$ cat src/rtl/mem_lsu_if.sv
// Execute -> LSU op handoff, LSU -> data-memory request/response, and LSU -> writeback result.
// slave is the LSU's view; master is the surrounding pipeline and memory.
interface mem_lsu_if;
   logic        ex_valid;
   logic        ex_ready;
   logic [31:0] ex_addr;
   logic [31:0] ex_wdata;
   logic [2:0]  ex_funct3;
   logic        ex_is_load;
   logic        ex_is_store;
   logic [4:0]  ex_rd;

   logic        dmem_req_valid;
   logic        dmem_req_ready;
   logic [31:0] dmem_addr;
   logic        dmem_we;
   logic [3:0]  dmem_be;
   logic [31:0] dmem_wdata;
   logic        dmem_rsp_valid;
   logic [31:0] dmem_rdata;

   logic        wb_valid;
   logic        wb_we;
   logic [4:0]  wb_rd;
   logic [31:0] wb_data;
   logic        exc_valid;
   logic [31:0] exc_addr;

   modport slave (
      input  ex_valid, ex_addr, ex_wdata, ex_funct3, ex_is_load, ex_is_store, ex_rd,
      output ex_ready,
      output dmem_req_valid, dmem_addr, dmem_we, dmem_be, dmem_wdata,
      input  dmem_req_ready, dmem_rsp_valid, dmem_rdata,
      output wb_valid, wb_we, wb_rd, wb_data, exc_valid, exc_addr
   );

   modport master (
      output ex_valid, ex_addr, ex_wdata, ex_funct3, ex_is_load, ex_is_store, ex_rd,
      input  ex_ready,
      input  dmem_req_valid, dmem_addr, dmem_we, dmem_be, dmem_wdata,
      output dmem_req_ready, dmem_rsp_valid, dmem_rdata,
      input  wb_valid, wb_we, wb_rd, wb_data, exc_valid, exc_addr
   );
endinterface

$ cat src/rtl/mem_lsu.sv
// Load/store stage: one registered wb result per op; non-mem/fault 1 cycle, store >=2, load >=3.
// Stalls execute (ex_ready low) while a bus access is outstanding; wb has no backpressure.
module mem_lsu #(
   parameter int XLEN = 32
) (
   input  logic      clk,
   input  logic      rst_n,
   mem_lsu_if.slave  bus
);

   typedef enum logic [1:0] {IDLE, REQ, WAIT} state_t;

   state_t            state_q, state_d;
   logic              dmem_req_valid_q, dmem_req_valid_d;
   logic [XLEN-1:0]   dmem_addr_q, dmem_addr_d;
   logic              dmem_we_q, dmem_we_d;
   logic [3:0]        dmem_be_q, dmem_be_d;
   logic [XLEN-1:0]   dmem_wdata_q, dmem_wdata_d;
   logic              wb_valid_q, wb_valid_d;
   logic              wb_we_q, wb_we_d;
   logic [4:0]        wb_rd_q, wb_rd_d;
   logic [XLEN-1:0]   wb_data_q, wb_data_d;
   logic              exc_valid_q, exc_valid_d;
   logic [XLEN-1:0]   exc_addr_q, exc_addr_d;
   logic [2:0]        funct3_q, funct3_d;
   logic [1:0]        off_q, off_d;
   logic [4:0]        rd_q, rd_d;

   logic              is_mem, illegal, misaligned, fault;
   logic [3:0]        be_new;
   logic [XLEN-1:0]   wdata_new, rsp_shift, load_data;

   // Decode of the op currently offered by execute
   always_comb begin
      is_mem     = bus.ex_is_load | bus.ex_is_store;
      illegal    = (bus.ex_funct3 == 3'd3) || (bus.ex_funct3 == 3'd6) || (bus.ex_funct3 == 3'd7);
      misaligned = 1'b0;
      be_new     = 4'hF;
      wdata_new  = bus.ex_wdata;
      case (bus.ex_funct3[1:0])
         2'b00: begin
            be_new    = 4'b0001 << bus.ex_addr[1:0];
            wdata_new = {4{bus.ex_wdata[7:0]}};
         end
         2'b01: begin
            misaligned = bus.ex_addr[0];
            be_new     = 4'b0011 << {bus.ex_addr[1], 1'b0};
            wdata_new  = {2{bus.ex_wdata[15:0]}};
         end
         default: begin
            misaligned = |bus.ex_addr[1:0];
         end
      endcase
      fault = is_mem & (illegal | misaligned);
   end

   // Lane extraction of the returned word; sign-extend B/H, zero-extend BU/HU
   always_comb begin
      rsp_shift = bus.dmem_rdata >> {off_q, 3'b000};
      case (funct3_q)
         3'd0:    load_data = {{(XLEN-8){rsp_shift[7]}}, rsp_shift[7:0]};
         3'd1:    load_data = {{(XLEN-16){rsp_shift[15]}}, rsp_shift[15:0]};
         3'd4:    load_data = {{(XLEN-8){1'b0}}, rsp_shift[7:0]};
         3'd5:    load_data = {{(XLEN-16){1'b0}}, rsp_shift[15:0]};
         default: load_data = bus.dmem_rdata;
      endcase
   end

   always_comb begin
      state_d          = state_q;
      dmem_req_valid_d = dmem_req_valid_q;
      dmem_addr_d      = dmem_addr_q;
      dmem_we_d        = dmem_we_q;
      dmem_be_d        = dmem_be_q;
      dmem_wdata_d     = dmem_wdata_q;
      wb_valid_d       = 1'b0;
      wb_we_d          = wb_we_q;
      wb_rd_d          = wb_rd_q;
      wb_data_d        = wb_data_q;
      exc_valid_d      = 1'b0;
      exc_addr_d       = exc_addr_q;
      funct3_d         = funct3_q;
      off_d            = off_q;
      rd_d             = rd_q;

      case (state_q)
         IDLE: begin
            if (bus.ex_valid) begin
               funct3_d = bus.ex_funct3;
               off_d    = bus.ex_addr[1:0];
               rd_d     = bus.ex_rd;
               wb_rd_d  = bus.ex_rd;
               if (!is_mem) begin
                  wb_valid_d = 1'b1;
                  wb_we_d    = (bus.ex_rd != 5'd0);
                  wb_data_d  = bus.ex_addr;
               end else if (fault) begin
                  wb_valid_d  = 1'b1;
                  wb_we_d     = 1'b0;
                  exc_valid_d = 1'b1;
                  exc_addr_d  = bus.ex_addr;
               end else begin
                  state_d          = REQ;
                  dmem_req_valid_d = 1'b1;
                  dmem_addr_d      = {bus.ex_addr[XLEN-1:2], 2'b00};
                  dmem_we_d        = bus.ex_is_store;
                  dmem_be_d        = be_new;
                  dmem_wdata_d     = wdata_new;
               end
            end
         end
         REQ: begin
            if (bus.dmem_req_ready) begin
               dmem_req_valid_d = 1'b0;
               if (dmem_we_q) begin
                  // Stores are posted: retire as soon as the bus takes them
                  state_d    = IDLE;
                  wb_valid_d = 1'b1;
                  wb_we_d    = 1'b0;
                  wb_rd_d    = rd_q;
               end else begin
                  state_d = WAIT;
               end
            end
         end
         WAIT: begin
            if (bus.dmem_rsp_valid) begin
               state_d    = IDLE;
               wb_valid_d = 1'b1;
               wb_we_d    = (rd_q != 5'd0);
               wb_rd_d    = rd_q;
               wb_data_d  = load_data;
            end
         end
         default: state_d = IDLE;
      endcase
   end

   always_ff @(posedge clk or negedge rst_n) begin
      if (!rst_n) begin
         state_q          <= IDLE;
         dmem_req_valid_q <= 1'b0;
         dmem_addr_q      <= '0;
         dmem_we_q        <= 1'b0;
         dmem_be_q        <= 4'h0;
         dmem_wdata_q     <= '0;
         wb_valid_q       <= 1'b0;
         wb_we_q          <= 1'b0;
         wb_rd_q          <= 5'd0;
         wb_data_q        <= '0;
         exc_valid_q      <= 1'b0;
         exc_addr_q       <= '0;
         funct3_q         <= 3'd0;
         off_q            <= 2'd0;
         rd_q             <= 5'd0;
      end else begin
         state_q          <= state_d;
         dmem_req_valid_q <= dmem_req_valid_d;
         dmem_addr_q      <= dmem_addr_d;
         dmem_we_q        <= dmem_we_d;
         dmem_be_q        <= dmem_be_d;
         dmem_wdata_q     <= dmem_wdata_d;
         wb_valid_q       <= wb_valid_d;
         wb_we_q          <= wb_we_d;
         wb_rd_q          <= wb_rd_d;
         wb_data_q        <= wb_data_d;
         exc_valid_q      <= exc_valid_d;
         exc_addr_q       <= exc_addr_d;
         funct3_q         <= funct3_d;
         off_q            <= off_d;
         rd_q             <= rd_d;
      end
   end

   assign bus.ex_ready       = (state_q == IDLE);
   assign bus.dmem_req_valid = dmem_req_valid_q;
   assign bus.dmem_addr      = dmem_addr_q;
   assign bus.dmem_we        = dmem_we_q;
   assign bus.dmem_be        = dmem_be_q;
   assign bus.dmem_wdata     = dmem_wdata_q;
   assign bus.wb_valid       = wb_valid_q;
   assign bus.wb_we          = wb_we_q;
   assign bus.wb_rd          = wb_rd_q;
   assign bus.wb_data        = wb_data_q;
   assign bus.exc_valid      = exc_valid_q;
   assign bus.exc_addr       = exc_addr_q;

endmodule

$ cat src/flat_wrapper.sv
// flat-port wrapper written by rule: the top's interface ports become plain ports
module mem_lsu_flat 
#(
   parameter int XLEN = 32
)
  (clk, rst_n, bus_ex_valid, bus_ex_addr, bus_ex_wdata, bus_ex_funct3, bus_ex_is_load, bus_ex_is_store, bus_ex_rd, bus_ex_ready, bus_dmem_req_valid, bus_dmem_addr, bus_dmem_we, bus_dmem_be, bus_dmem_wdata, bus_dmem_req_ready, bus_dmem_rsp_valid, bus_dmem_rdata, bus_wb_valid, bus_wb_we, bus_wb_rd, bus_wb_data, bus_exc_valid, bus_exc_addr);
  mem_lsu_if bus_i ();
  input  logic clk;
  input  logic rst_n;
  input wire logic [$bits(bus_i.ex_valid)-1:0] bus_ex_valid;
  input wire logic [$bits(bus_i.ex_addr)-1:0] bus_ex_addr;
  input wire logic [$bits(bus_i.ex_wdata)-1:0] bus_ex_wdata;
  input wire logic [$bits(bus_i.ex_funct3)-1:0] bus_ex_funct3;
  input wire logic [$bits(bus_i.ex_is_load)-1:0] bus_ex_is_load;
  input wire logic [$bits(bus_i.ex_is_store)-1:0] bus_ex_is_store;
  input wire logic [$bits(bus_i.ex_rd)-1:0] bus_ex_rd;
  output wire logic [$bits(bus_i.ex_ready)-1:0] bus_ex_ready;
  output wire logic [$bits(bus_i.dmem_req_valid)-1:0] bus_dmem_req_valid;
  output wire logic [$bits(bus_i.dmem_addr)-1:0] bus_dmem_addr;
  output wire logic [$bits(bus_i.dmem_we)-1:0] bus_dmem_we;
  output wire logic [$bits(bus_i.dmem_be)-1:0] bus_dmem_be;
  output wire logic [$bits(bus_i.dmem_wdata)-1:0] bus_dmem_wdata;
  input wire logic [$bits(bus_i.dmem_req_ready)-1:0] bus_dmem_req_ready;
  input wire logic [$bits(bus_i.dmem_rsp_valid)-1:0] bus_dmem_rsp_valid;
  input wire logic [$bits(bus_i.dmem_rdata)-1:0] bus_dmem_rdata;
  output wire logic [$bits(bus_i.wb_valid)-1:0] bus_wb_valid;
  output wire logic [$bits(bus_i.wb_we)-1:0] bus_wb_we;
  output wire logic [$bits(bus_i.wb_rd)-1:0] bus_wb_rd;
  output wire logic [$bits(bus_i.wb_data)-1:0] bus_wb_data;
  output wire logic [$bits(bus_i.exc_valid)-1:0] bus_exc_valid;
  output wire logic [$bits(bus_i.exc_addr)-1:0] bus_exc_addr;
  assign bus_i.ex_valid = bus_ex_valid;
  assign bus_i.ex_addr = bus_ex_addr;
  assign bus_i.ex_wdata = bus_ex_wdata;
  assign bus_i.ex_funct3 = bus_ex_funct3;
  assign bus_i.ex_is_load = bus_ex_is_load;
  assign bus_i.ex_is_store = bus_ex_is_store;
  assign bus_i.ex_rd = bus_ex_rd;
  assign bus_ex_ready = bus_i.ex_ready;
  assign bus_dmem_req_valid = bus_i.dmem_req_valid;
  assign bus_dmem_addr = bus_i.dmem_addr;
  assign bus_dmem_we = bus_i.dmem_we;
  assign bus_dmem_be = bus_i.dmem_be;
  assign bus_dmem_wdata = bus_i.dmem_wdata;
  assign bus_i.dmem_req_ready = bus_dmem_req_ready;
  assign bus_i.dmem_rsp_valid = bus_dmem_rsp_valid;
  assign bus_i.dmem_rdata = bus_dmem_rdata;
  assign bus_wb_valid = bus_i.wb_valid;
  assign bus_wb_we = bus_i.wb_we;
  assign bus_wb_rd = bus_i.wb_rd;
  assign bus_wb_data = bus_i.wb_data;
  assign bus_exc_valid = bus_i.exc_valid;
  assign bus_exc_addr = bus_i.exc_addr;
  mem_lsu #(.XLEN(XLEN)) u_core (.clk(clk), .rst_n(rst_n), .bus(bus_i));
endmodule
$ cat config.mk
export PLATFORM = sky130hd
export DESIGN_NAME = mem_lsu_flat
export DESIGN_NICKNAME = d
export VERILOG_FILES = /design/src/rtl/mem_lsu_if.sv /design/src/rtl/mem_lsu.sv /design/src/flat_wrapper.sv
export SDC_FILE = /design/constraint.sdc
export NUM_CORES = 1
export LEC_CHECK = 0
export CORE_UTILIZATION = 60
export CTS_BUF_LIST = sky130_fd_sc_hd__clkbuf_2 sky130_fd_sc_hd__clkbuf_4 sky130_fd_sc_hd__clkbuf_8
export CTS_CLUSTER_SIZE = 40
export DETAILED_ROUTE_END_ITERATION = 7
export DONT_BUFFER_PORTS = 1
export HOLD_SLACK_MARGIN = 0.12
export PLACE_DENSITY = 0.79
export SETUP_SLACK_MARGIN = 0.5
export SLEW_MARGIN = 20
export SYNTH_ARGS = -nofsm -noshare
export SYNTH_HDL_FRONTEND = slang
export SYNTH_SLANG_ARGS = --single-unit
$ cat constraint.sdc
create_clock -name clk -period 2.25 [get_ports clk]
set_clock_uncertainty 0.2 [all_clocks]
set_input_delay 0.225 -clock clk [delete_from_list [all_inputs] [get_ports clk]]
set_output_delay 0.225 -clock clk [all_outputs]
set_load 0.02 [all_outputs]
Figure 1. Metal layers overlaid.
Scale: 3 px per µm.
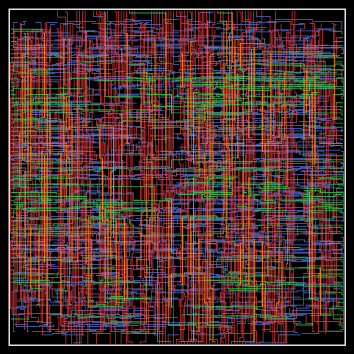
Key: orange = met4 [wire length 3150 µm]; green = met3 [wire length 3880 µm]; blue = met1 [wire length 10300 µm]; red = met2 [wire length 15300 µm]

Figure 2. Routing congestion.
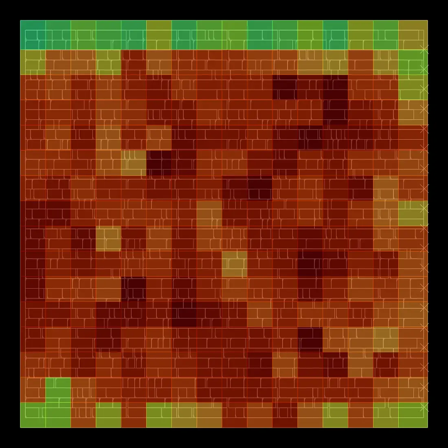
average routed wire per standard cell: 33.9 µm
global-route met2 utilization: 0.745
met1 track utilization from global routing: 0.457
Core Util, Final: 0.948

==> summary.txt <==
The synthesis and PnR run went through. Per the layout area report, the register area comes to 0.00381 mm². Count of port buffers added during placement landed at 0. Wire segments on met3 add up to 3880 µm in the final route. The via count of the first global-routing pass is 6893.

Synthesized chip area reported by yosys landed at 0.00719 mm². The flow ran to the end, but the final reports show violations. In the synthesized netlist the dominant register cell turns out to be dfrtp_1.

Final hold slack landed at -0.761 ns. Instance count on the critical path landed at 9. The highest metal layer carrying signal wires in the routed design is met4. Clock insertion delay at the later pin of the skew report landed at 0.47 ns. The root buffer cell chosen for the clock tree is clkbuf_8. The power report lists the sequential group at 7.23 mW. By instance count after routing, the leading logic cell types are dfrtp_1, dlygate4sd3_1, mux2_2. The count of cells in the finished layout, fillers not included, comes to 963. Combinational gate count landed at 404. The DRC violation total left in the routed layout is recorded as 19. Final tally of hold violations landed at ~150. Total of warnings raised by yosys landed at 0. The final reports fail on DRC, hold timing.
Power figures rest on the tool's default switching activity, not on a simulated workload.
